<file path="config.mk">
export PLATFORM = sky130hd
export DESIGN_NAME = audio_dac_transmitter
export DESIGN_NICKNAME = d
export VERILOG_FILES = /design/src/rtl/audio_dac_transmitter.sv
export SDC_FILE = /design/constraint.sdc
export NUM_CORES = 1
export LEC_CHECK = 0
export ABC_AREA = 1
export CAP_MARGIN = 20
export CORE_UTILIZATION = 61
export CTS_BUF_LIST = sky130_fd_sc_hd__clkbuf_4 sky130_fd_sc_hd__clkbuf_8
export DETAILED_ROUTE_END_ITERATION = 10
export HOLD_SLACK_MARGIN = 0.15
export PLACE_DENSITY = 0.85
export SLEW_MARGIN = 20
export SYNTH_ARGS = -nofsm -noshare
export SYNTH_HDL_FRONTEND = slang
export SYNTH_SLANG_ARGS = --single-unit
</file>
<file path="constraint.sdc">
create_clock -name clk_clk -period 3.2 [get_ports clk_clk]
set_input_delay 0.48 -clock clk_clk [delete_from_list [all_inputs] [get_ports clk_clk]]
set_output_delay 0.48 -clock clk_clk [all_outputs]
set_load 0.02 [all_outputs]
</file>
<file path="src/rtl/audio_dac_transmitter.sv">
// Stereo I2S / left-justified DAC serialiser with a small stereo-pair FIFO.
// BCLK and DACLRCK are driven by the codec and resynchronised into clk_clk.
//
// state     | meaning
// WAIT_SYNC | after reset: DACDAT held 0, no pops, waiting for first LRCK high->low
// SHIFT     | shifting the current slot word out MSB-first, one bit per BCLK fall
// PAD       | word exhausted: drive 0 until the next LRCK transition
module audio_dac_transmitter #(
  parameter int DATA_WIDTH = 16,
  parameter int FIFO_DEPTH = 4,
  parameter bit I2S_MODE   = 1'b1
) (
  input  logic                          clk_clk,
  input  logic                          reset_reset_n,
  input  logic                          audio_interface_BCLK,
  input  logic                          audio_interface_DACLRCK,
  output logic                          audio_interface_DACDAT,
  input  logic [DATA_WIDTH-1:0]         sample_left,
  input  logic [DATA_WIDTH-1:0]         sample_right,
  input  logic                          sample_valid,
  output logic                          sample_ready,
  output logic [$clog2(FIFO_DEPTH):0]   fifo_level,
  output logic                          underflow,
  input  logic                          underflow_clear
);

  localparam int PW   = $clog2(FIFO_DEPTH);
  localparam int PTRW = PW + 1;
  localparam int LW   = PW + 1;
  localparam int CW   = $clog2(DATA_WIDTH + 1);

  typedef enum logic [1:0] {WAIT_SYNC, SHIFT, PAD} state_t;

  logic bclk_s1_q, bclk_s2_q, bclk_h_q;
  logic lrck_s1_q, lrck_s2_q;
  logic bclk_fall, lr_cur;
  logic left_start, right_start, fifo_empty, push, pop, uf_set;

  state_t                  state_q, state_d;
  logic                    lr_prev_q, lr_prev_d;
  logic                    lr_seen_q, lr_seen_d;
  logic [DATA_WIDTH-1:0]   shift_q, shift_d;
  logic [DATA_WIDTH-1:0]   hold_l_q, hold_l_d;
  logic [DATA_WIDTH-1:0]   hold_r_q, hold_r_d;
  logic [DATA_WIDTH-1:0]   load_word;
  logic [CW-1:0]           cnt_q, cnt_d;
  logic                    dacdat_q, dacdat_d;
  logic                    underflow_q, underflow_d;
  logic [PTRW-1:0]         wr_ptr_q, wr_ptr_d;
  logic [PTRW-1:0]         rd_ptr_q, rd_ptr_d;
  logic [LW-1:0]           level_q, level_d;
  logic [2*DATA_WIDTH-1:0] mem_q [FIFO_DEPTH];
  logic [2*DATA_WIDTH-1:0] mem_d [FIFO_DEPTH];

  always_ff @(posedge clk_clk or negedge reset_reset_n) begin
    if (!reset_reset_n) begin
      bclk_s1_q <= 1'b0;
      bclk_s2_q <= 1'b0;
      bclk_h_q  <= 1'b0;
      lrck_s1_q <= 1'b0;
      lrck_s2_q <= 1'b0;
    end else begin
      bclk_s1_q <= audio_interface_BCLK;
      bclk_s2_q <= bclk_s1_q;
      bclk_h_q  <= bclk_s2_q;
      lrck_s1_q <= audio_interface_DACLRCK;
      lrck_s2_q <= lrck_s1_q;
    end
  end

  // LRCK shares the BCLK synchroniser depth, so at bclk_fall it already shows the new slot
  assign bclk_fall = bclk_h_q & ~bclk_s2_q;
  assign lr_cur    = lrck_s2_q;

  assign sample_ready           = (level_q != LW'(FIFO_DEPTH));
  assign fifo_level             = level_q;
  assign audio_interface_DACDAT = dacdat_q;
  assign underflow              = underflow_q;

  always_comb begin
    state_d     = state_q;
    lr_prev_d   = lr_prev_q;
    lr_seen_d   = lr_seen_q;
    shift_d     = shift_q;
    hold_l_d    = hold_l_q;
    hold_r_d    = hold_r_q;
    cnt_d       = cnt_q;
    dacdat_d    = dacdat_q;
    wr_ptr_d    = wr_ptr_q;
    rd_ptr_d    = rd_ptr_q;
    mem_d       = mem_q;
    pop         = 1'b0;
    uf_set      = 1'b0;
    fifo_empty  = (level_q == '0);
    push        = sample_valid && sample_ready;
    left_start  = bclk_fall && lr_seen_q && lr_prev_q && !lr_cur;
    right_start = bclk_fall && lr_seen_q && !lr_prev_q && lr_cur;

    if (bclk_fall) begin
      lr_prev_d = lr_cur;
      lr_seen_d = 1'b1;
    end

    // no bypass: a push into an empty FIFO cannot satisfy a pop in the same cycle
    if (left_start) begin
      if (fifo_empty) begin
        hold_l_d = '0;
        hold_r_d = '0;
        uf_set   = 1'b1;
      end else begin
        pop                  = 1'b1;
        {hold_l_d, hold_r_d} = mem_q[rd_ptr_q[PW-1:0]];
        rd_ptr_d             = rd_ptr_q + PTRW'(1);
      end
    end

    if (push) begin
      mem_d[wr_ptr_q[PW-1:0]] = {sample_left, sample_right};
      wr_ptr_d                = wr_ptr_q + PTRW'(1);
    end

    level_d   = level_q + LW'(push) - LW'(pop);
    load_word = left_start ? hold_l_d : hold_r_q;

    if (left_start || (right_start && state_q != WAIT_SYNC)) begin
      state_d = SHIFT;
      if (I2S_MODE) begin
        dacdat_d = 1'b0;
        shift_d  = load_word;
        cnt_d    = CW'(DATA_WIDTH);
      end else begin
        dacdat_d = load_word[DATA_WIDTH-1];
        shift_d  = {load_word[DATA_WIDTH-2:0], 1'b0};
        cnt_d    = CW'(DATA_WIDTH - 1);
      end
    end else if (bclk_fall) begin
      case (state_q)
        SHIFT: begin
          dacdat_d = shift_q[DATA_WIDTH-1];
          shift_d  = {shift_q[DATA_WIDTH-2:0], 1'b0};
          cnt_d    = cnt_q - CW'(1);
          if (cnt_q == CW'(1)) state_d = PAD;
        end
        default: dacdat_d = 1'b0;
      endcase
    end

    underflow_d = uf_set | (underflow_q & ~underflow_clear);
  end

  always_ff @(posedge clk_clk or negedge reset_reset_n) begin
    if (!reset_reset_n) begin
      state_q     <= WAIT_SYNC;
      lr_prev_q   <= 1'b0;
      lr_seen_q   <= 1'b0;
      shift_q     <= '0;
      hold_l_q    <= '0;
      hold_r_q    <= '0;
      cnt_q       <= '0;
      dacdat_q    <= 1'b0;
      underflow_q <= 1'b0;
      wr_ptr_q    <= '0;
      rd_ptr_q    <= '0;
      level_q     <= '0;
    end else begin
      state_q     <= state_d;
      lr_prev_q   <= lr_prev_d;
      lr_seen_q   <= lr_seen_d;
      shift_q     <= shift_d;
      hold_l_q    <= hold_l_d;
      hold_r_q    <= hold_r_d;
      cnt_q       <= cnt_d;
      dacdat_q    <= dacdat_d;
      underflow_q <= underflow_d;
      wr_ptr_q    <= wr_ptr_d;
      rd_ptr_q    <= rd_ptr_d;
      level_q     <= level_d;
    end
  end

  // storage needs no reset: the pointers define what is valid
  always_ff @(posedge clk_clk) begin
    mem_q <= mem_d;
  end

endmodule

</file>
Fig. 1: PDN straps and rails
The bar under the picture is 20 um long. Pins as bars on the die edge.
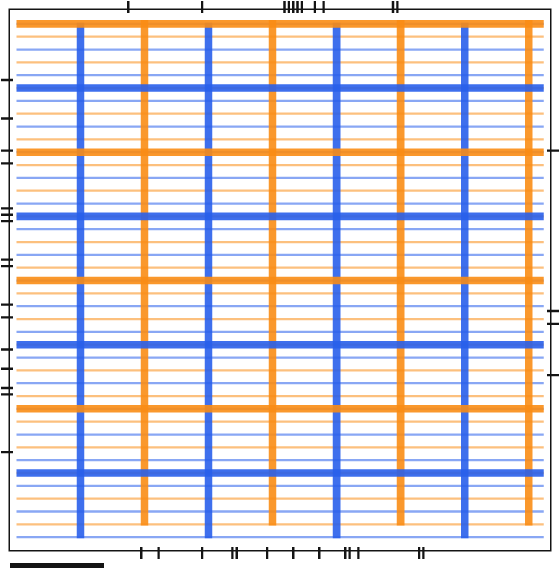
color	net
orange	VDD
blue	VSS
met1 rails	41
signal pins	44
met4 straps	8
rows	40
met5 straps	8

Fig. 2: placed cells, one color a class
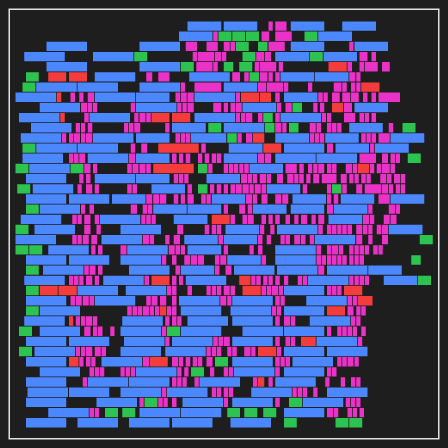
color	class	cells
green	remaining buffers and delay cells	55
red	clock drivers and dummy loads	32
blue	registers	183
magenta	remaining logic cells	527
flop share of the area: 60.42%
Final Instance Area: 0.008642 mm2
Final Core Density: 71.06%
Core ar.: 0.01216 mm2
row cnt: 40

Fig. 3: clock wires, drivers and flops
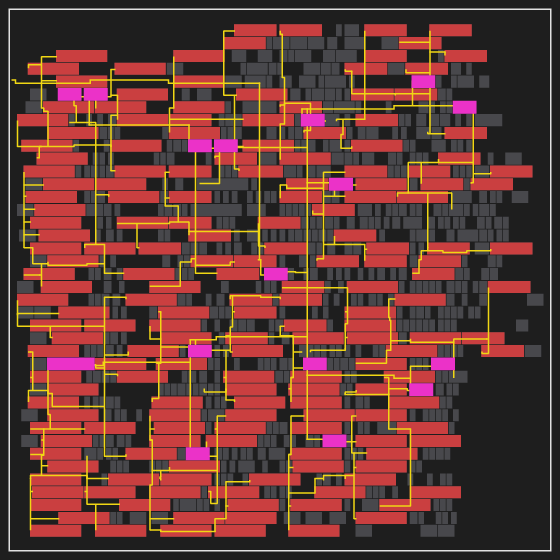
[magenta] clock-net drivers | count: 17
[red] flip-flops | count: 183
[yellow] clock wires | length: 1820 um
routed clock nets	18
flops lie	widely spread
clock insertion delay at the later pin of the skew report: 0.45 ns
clk pwr: 1.53 mW
Worst Clk Skew: 0.01491 ns

Fig. 4: metal layers overlaid
The bar under the picture is 20 um long.
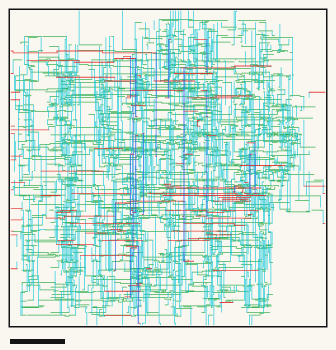
color	layer	wire length
red	M3	933 um
green	M1	5910 um
blue	M4	452 um
cyan	M2	7830 um

==> results.json <==
{
  "status": "complete, no violations",
  "hp-class": "reg -> reg",
  "crit_end": "sample_ready",
  "clk_pin_slew_ns": 0.09,
  "wl_met1_mm": 5.910,
  "synth_async_sr_flop_share_pct": 30.05,
  "fillCellCount": 814,
  "numSynthFlops": 183,
  "ff_type": "edfxtp_1",
  "regToRegStartpoint": "lr_prev_q",
  "tns_ns": 0,
  "mux_share_pct": 0,
  "dp_slack_ns": 0.7770,
  "comb_area_share_pct": 23.41,
  "yosys-top-cells-count": "nand2_1 (295), edfxtp_1 (128), nand3_1 (80)",
  "cts_inserted_buffers": 17,
  "drc": 0,
  "ir_drop_mv": 0.6932,
  "ys_chip_area_mm2": 0.007715,
  "dr_wl_met2_mm": 7.828,
  "power_frac_comb_pct": 31.8,
  "hpwl_mm": 9.322,
  "flops": 183,
  "top_cell": "nand2_1",
  "htree_num_levels": 4,
  "gr-usage-all-layers_pct": 25.71,
  "start_kind": "flop",
  "synthCells": 745,
  "yosysTopAreaCell": "edfxtp_1",
  "grt_max_degree": 66,
  "rsz0062_at_grt": "false",
  "ys_sh_simple_pct": 21.86,
  "grt_overflow": 0,
  "max_slew_margin_pct": 30.72,
  "top_register": "mem_q",
  "synthToLayoutAreaGrowth_pct": 12.02,
  "layout_top_cell": "nand2_1",
  "synthesis.nets": 792,
  "met2_usage_pct": 43.23,
  "cts_resized": 0,
  "ant_nets": 0,
  "drv_cap": 0,
  "drt_iter0_drc": 421,
  "path_buffers": 2,
  "drive_above_1_share_pct": 8.030,
  "nClkBuffers": 18,
  "vias_per_cell": 5.335,
  "largest_class": "sequential cells",
  "leakagePower_nw": 3.800,
  "pwr-share-seq_pct": 47.0,
  "finalClockPeriodUsage_pct": 67.69,
  "clock_sinks": 183,
  "ys_sh_adder_pct": 1.557,
  "grt_most_used_layer": "met2",
  "comb_cells": 453,
  "cts_buffer_depth": 2,
  "grt_antenna_before_repair": 0,
  "met3_wirelength_um": 933,
  "avgSynthCellArea_um2": 10.36,
  "synth_warnings": 0,
  "drv_slew": 0,
  "routed.top_layer": "met4",
  "synth_seq_share_pct": 67.66,
  "p_sw_share_pct": 36.21,
  "cts_setup_buffers": 0,
  "use_met3_pct": 6.247,
  "final_cell_mix": "nand2_1 (295), edfxtp_1 (128), nand3_1 (80)",
  "holdCritStartpoint": "lrck_s1_q",
  "synthTopCellsByArea": "edfxtp_1 (50%), dfrtp_1 (18%), nand2_1 (14%)",
  "yosysTopAreaCellShare_pct": 49.82,
  "cts_tree": "built",
  "p_seq_mw": 3.39,
  "ys_cells": 745,
  "r2r_slack_ns": 1.09,
  "pwr-share-clk_pct": 21.2,
  "logic_family": "simple AND/OR/NAND/NOR gates",
  "power-top-group": "registers",
  "p_sw_mw": 2.609,
  "min_delay_path_depth": 0,
  "critical_path.top_delay_family": "buffers and inverters",
  "path_class": "reg -> out",
  "clock.fmax_mhz": 461.6,
  "gr-usage-met1_pct": 31.82,
  "ctsRootBufferMaster": "clkbuf_8",
  "crit_chain": "inv_1, nand3_1, clkdlybuf4s50_1",
  "nonClkBufAreaFrac_pct": 6.023,
  "period_minus_slack_ns": 2.166,
  "reg_top3": "mem_q: 128 flops, hold_r_q: 16 flops, shift_q: 16 flops",
  "crit_cells": 3,
  "regArea_mm2": 0.005221,
  "io_pins": 44,
  "required_ns": 2.72,
  "insertedDiodeCount": 0,
  "nWellTaps": 168,
  "finalPower_mw": 7.204,
  "xor_area_share_pct": 0.6812,
  "port_buffers": 43,
  "crit_path_max_incr_delay_ns": 0.61,
  "setup_viol": 0
}
Power is estimated from default activity; no workload was simulated.
